<file path="src/rtl/inst_mem_pkg.sv">
// Shared types and constants for the instruction fetch memory.
// No logic; state encoding and default NOP word only.
package inst_mem_pkg;

   typedef enum logic [1:0] {
      ST_INIT = 2'd0,
      ST_RUN  = 2'd1,
      ST_LOAD = 2'd2,
      ST_DONE = 2'd3
   } state_t;

   localparam logic [15:0] FILL_WORD_DEF = 16'hFFFF;

endpackage

</file>
<file path="src/rtl/inst_mem_ram.sv">
// Synchronous 1W/1R instruction storage, DATA_W x 2**ADDR_W.
// Read data registered one cycle after re and held while re is low; no backpressure.
module inst_mem_ram #(
   parameter int DATA_W = 16,
   parameter int ADDR_W = 8
) (
   input  logic              clk,
   input  logic              we,
   input  logic [ADDR_W-1:0] waddr,
   input  logic [DATA_W-1:0] wdata,
   input  logic              re,
   input  logic [ADDR_W-1:0] raddr,
   output logic [DATA_W-1:0] rdata
);

   logic [DATA_W-1:0] mem [2**ADDR_W];

   // Contents are deliberately unreset; the owner fills them after reset.
   always_ff @(posedge clk) begin
      if (we) mem[waddr] <= wdata;
      if (re) rdata <= mem[raddr];
   end

endmodule

</file>
<file path="src/rtl/inst_fetch_mem.sv">
// Instruction memory with power-up fill, load mode and 1-cycle fetch path.
// Fetch result one cycle after i_req; fetches accepted every cycle only while o_ready.
module inst_fetch_mem
   import inst_mem_pkg::*;
#(
   parameter int                DATA_W    = 16,
   parameter int                ADDR_W    = 8,
   parameter logic [DATA_W-1:0] FILL_WORD = DATA_W'(FILL_WORD_DEF),
   parameter int                END_ADDR  = (2**ADDR_W) - 1
) (
   input  logic              clk,
   input  logic              rst_n,
   input  logic              i_ld_en,
   input  logic              i_ld_we,
   input  logic [ADDR_W-1:0] i_ld_addr,
   input  logic [DATA_W-1:0] i_ld_data,
   input  logic              i_req,
   input  logic [31:0]       i_dir,
   output logic [DATA_W-1:0] o_inst,
   output logic              o_valid,
   output logic              o_ready,
   output logic              o_done,
   output logic              o_err
);

   localparam int          DEPTH     = 2**ADDR_W;
   localparam logic [31:0] DIR_DEPTH = 32'(DEPTH);
   localparam logic [31:0] DIR_END   = 32'(END_ADDR);

   state_t              state;
   logic [ADDR_W-1:0]   fill_cnt;
   logic                valid_q;
   logic                err_q;
   logic                done_q;
   logic [DATA_W-1:0]   inst_hold;

   logic                fetch_go;
   logic                dir_oor;
   logic                ram_we;
   logic [ADDR_W-1:0]   ram_waddr;
   logic [DATA_W-1:0]   ram_wdata;
   logic [DATA_W-1:0]   ram_rdata;

   // A simultaneous load request takes priority and drops the fetch.
   assign fetch_go = (state == ST_RUN) && i_req && !i_ld_en;
   assign dir_oor  = (i_dir >= DIR_DEPTH);

   always_comb begin
      ram_we    = 1'b0;
      ram_waddr = i_ld_addr;
      ram_wdata = i_ld_data;
      if (state == ST_INIT) begin
         ram_we    = 1'b1;
         ram_waddr = fill_cnt;
         ram_wdata = FILL_WORD;
      end else if (state == ST_LOAD) begin
         ram_we    = i_ld_we;
      end
   end

   inst_mem_ram #(
      .DATA_W (DATA_W),
      .ADDR_W (ADDR_W)
   ) u_ram (
      .clk   (clk),
      .we    (ram_we),
      .waddr (ram_waddr),
      .wdata (ram_wdata),
      .re    (fetch_go && !dir_oor),
      .raddr (i_dir[ADDR_W-1:0]),
      .rdata (ram_rdata)
   );

   always_ff @(posedge clk or negedge rst_n) begin
      if (!rst_n) begin
         state     <= ST_INIT;
         fill_cnt  <= '0;
         valid_q   <= 1'b0;
         err_q     <= 1'b0;
         done_q    <= 1'b0;
         inst_hold <= FILL_WORD;
      end else begin
         valid_q   <= fetch_go;
         err_q     <= fetch_go && dir_oor;
         inst_hold <= o_inst;
         case (state)
            ST_INIT: begin
               fill_cnt <= fill_cnt + ADDR_W'(1);
               if (fill_cnt == {ADDR_W{1'b1}}) state <= ST_RUN;
            end
            ST_RUN: begin
               if (i_ld_en) begin
                  state  <= ST_LOAD;
                  done_q <= 1'b0;
               end else if (i_req && (i_dir == DIR_END)) begin
                  state  <= ST_DONE;
                  done_q <= 1'b1;
               end
            end
            ST_LOAD: begin
               if (!i_ld_en) state <= ST_RUN;
            end
            ST_DONE: begin
               if (i_ld_en) begin
                  state  <= ST_LOAD;
                  done_q <= 1'b0;
               end
            end
            default: state <= ST_INIT;
         endcase
      end
   end

   // Registered read data is only meaningful in the cycle after a fetch; otherwise hold.
   assign o_inst  = valid_q ? (err_q ? FILL_WORD : ram_rdata) : inst_hold;
   assign o_valid = valid_q;
   assign o_err   = err_q;
   assign o_done  = done_q;
   assign o_ready = (state == ST_RUN);

endmodule

</file>
<file path="config.mk">
export PLATFORM = sky130hd
export DESIGN_NAME = inst_fetch_mem
export DESIGN_NICKNAME = d
export VERILOG_FILES = /design/src/rtl/inst_mem_pkg.sv /design/src/rtl/inst_mem_ram.sv /design/src/rtl/inst_fetch_mem.sv
export SDC_FILE = /design/constraint.sdc
export NUM_CORES = 2
export LEC_CHECK = 0
export CORE_MARGIN = 3
export CORE_UTILIZATION = 30
export CTS_BUF_LIST = sky130_fd_sc_hd__clkbuf_4
export CTS_CLUSTER_SIZE = 12
export DETAILED_ROUTE_END_ITERATION = 8
export DONT_BUFFER_PORTS = 1
export PLACE_DENSITY = 0.52
export SLEW_MARGIN = 20
export SYNTH_ARGS = -nofsm -noshare
export SYNTH_HDL_FRONTEND = slang
export SYNTH_HIERARCHICAL = 1
export SYNTH_SLANG_ARGS = --single-unit
</file>
<file path="constraint.sdc">
create_clock -name clk -period 8.7 [get_ports clk]
set_clock_uncertainty 0.1 [all_clocks]
set_input_delay 0.87 -clock clk [delete_from_list [all_inputs] [get_ports clk]]
set_output_delay 0.87 -clock clk [all_outputs]
set_load 0.05 [all_outputs]
</file>
Fig. 1: wire density map
Scale: 0.5 px per micron. 37 x 37 tiles, from white (low) to dark blue (high), scaled to the fullest tile. Values are wire area over tile area, all layers added.
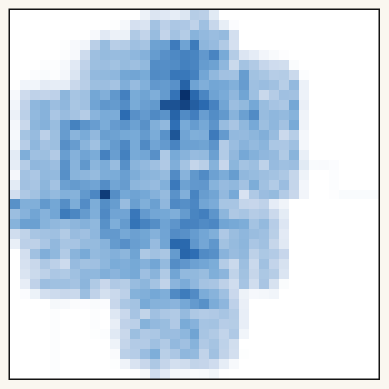
The mean over all tiles is 0.14. 37% of the tiles are nearly empty. The emptiest ninth of the die: south-east. 18% of the tiles are over half the peak. The densest ninth of the die: center.
Overall Global Routing Usage: 0.170
Routed WL: 467 mm
drt wl/cell: 28.7 microns
vias post-DR: 84,091

Fig. 2: clock distribution
Scale: 1 px per micron.
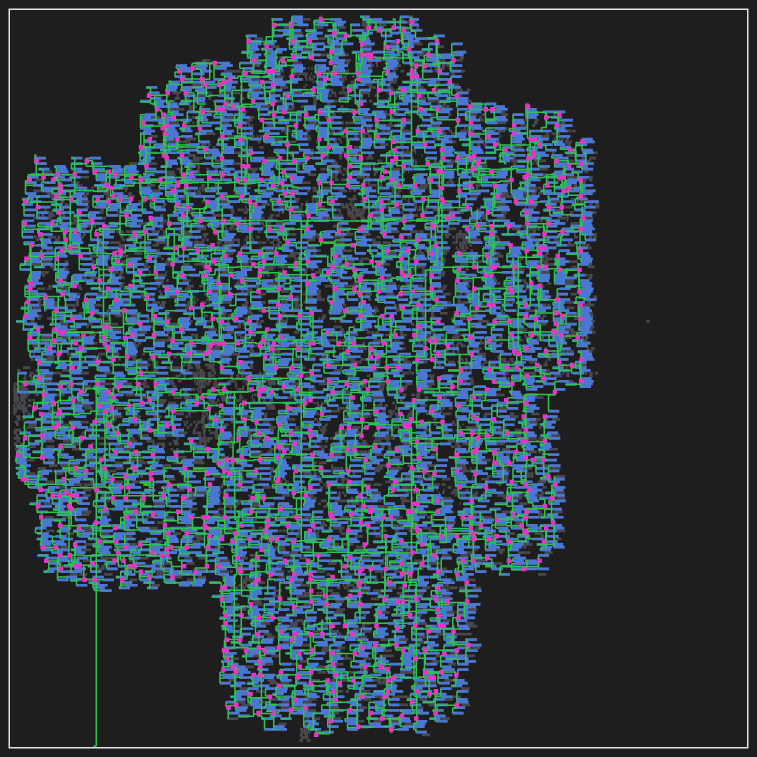
Key: magenta = cells driving clock nets [count 1,112]; green = clock wires [length 52.9 mm]; blue = flip-flops [count 4,141]
There are 1,113 routed clock nets.
clock power share: 0.388
P_clk: 15.9 mW
clk latency late pin: 1640 ps

==> Changelog: implementation <==
### Physical design

- Clk buf depth: 5
- Top Usage Layer GRT: met2
- Simple share: 0.0175
- Hold Slack: 141 ps
- CP cell instances: buf_16 -> buf_16 -> buf_16 -> buf_16 -> buf_16 -> buf_16 -> mux2i_1 -> o221ai_1 -> a21oi_1 -> dlygate4sd3_1 -> o21ai_0 -> dlygate4sd3_1 -> nand4_1 -> dlygate4sd3_1 -> nor4_1 -> dlygate4sd3_1
- Post-CTS sizing: 0
- Hold path startpoint: i_ld_data[7]
- Clk Tree Root Cell: clkbuf_4
- Dominant comb cell: multiplexers
- GP Congestion: 0.807
- Num CTS Buffers: 1,112
- Ys flop type: edfxtp_1
- Die Size: 543,000 sq um
- Met1 usage: 0.228
- Global-route wire length before repair: 650 mm
- Slew headroom: 0.0549
- Top cells by count: edfxtp_1, mux4_2, mux2i_1
- Post-detail-place hpwl: 253 mm
- Critical path launch point: i_dir[0]
- Final cell count without fillers: 16,243
- Cell area leaders: edfxtp_1, mux4_2, mux2i_1, o221ai_1, nor2_1
- Setup-failing EPs final: 0
- Clk sink count: 4,141
- Mean Syn Cell Area: 21.4 sq um
- Cell Type Count: 63
- Layout overhead on the synthesized area: 14.8%
- PD cells: 223 nW/um^2
- CP most frequent cell: buf_16
- Status: finished clean
- Row Count: 267
- Fp util: 0.302
- MUX area fraction: 0.154
- I/O pin cnt: 81
- Pint: 31.3 mW
- Final-report max-slew violation count: 0
Fig. 3: routing congestion
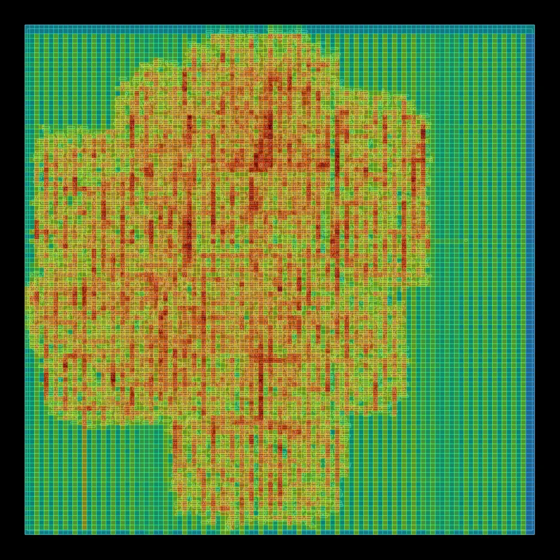
Final Util: 0.347
GR Layer Usage met2: 0.269
GR Util met3: 0.0424

## area by class of cell
cell class                 count  area [sq um]
fill                       49687        346000
sequential                  4141        124000
multi-input combinational   2884         34000
clock buffer                1526         11500
tap                         6994          8750
timing repair buffer         459          4380
clock inverter               204          1140
antenna                       29          72.6
inverter                       6          35.0
## final timing paths
kind | endpoint | slack [ps] | cells past startpoint
max in group asynchronous | fill_cnt[3] | 7680 | 4
min in group asynchronous | o_err | 450 | 4
min reg2reg | fill_cnt[7] | 410 | 1
min | u_ram/mem[211][7] | 140 | 2
max | u_ram/rdata[11] | 1730 | 16
max reg2reg | u_ram/mem[213][4] | 3620 | 7
## cell usage in the layout (no fill, tap or decap), types with 15 or more instances in the layout
cell type / n
or2_4: 17
o22a_1: 15
o21ai_0: 36
nor3_1: 86
o22ai_1: 149
clkinv_2: 27
a21oi_1: 168
mux4_2: 797
edfxtp_1: 4112
nand4_1: 32
o31ai_1: 17
dlygate4sd3_1: 80
mux2i_1: 565
and3_1: 15
nor2_4: 15
nor2_1: 192
clkinv_1: 154
a221oi_1: 28
o221ai_1: 252
buf_4: 335
nor4_1: 25
nand2_1: 39
a22oi_1: 43
mux2_2: 97
buf_12: 15
a22o_1: 32
dfstp_2: 16
buf_16: 27
diode_2: 29
clkbuf_4: 1526
nand3_1: 30
a211oi_1: 18
nor2_2: 100
## sequential cells by signal, indices dropped and copies added (netlist names)
register     flops
o_err            1
u_ram/mem     4096
state            2
inst_hold       16
fill_cnt         8
o_valid          1
o_done           1
u_ram/rdata     16
## metal layers
metal  wire length (microns)  part of all wire
met5                      67           0.00014
met2                  224000              0.48
met4                   10800             0.023
met3                   38800             0.083
met1                  193000              0.41
## power groups by stage
stage               registers, mW  logic [mW]  clock network, mW
floorplan                    22.5        1.72                  0
global placement             22.5        2.77                  0
detailed placement           22.6        2.80                  0
CTS                          22.1        2.89               16.4
global route                 22.1        3.08               17.5
finish                       22.1        2.97               15.9
## cells by family (layout without fill, tap and decap cells)
logic type      Yosys count  count (layout)
simple gates            607             607
xor+xnor                  7               7
flops                  4141            4141
fa+ha+maj                 1               1
other cells               0              29
mux                    1459            1459
buf+inv                 464            2195
compound gates          810             810
## what timing repair did
action                    in CTS  in global routing
hold endpoints to repair    1547                  0
setup buffers                  0                  0
hold buffers                  89                  0
Power figures rest on the tool's default switching activity, not on a simulated workload.
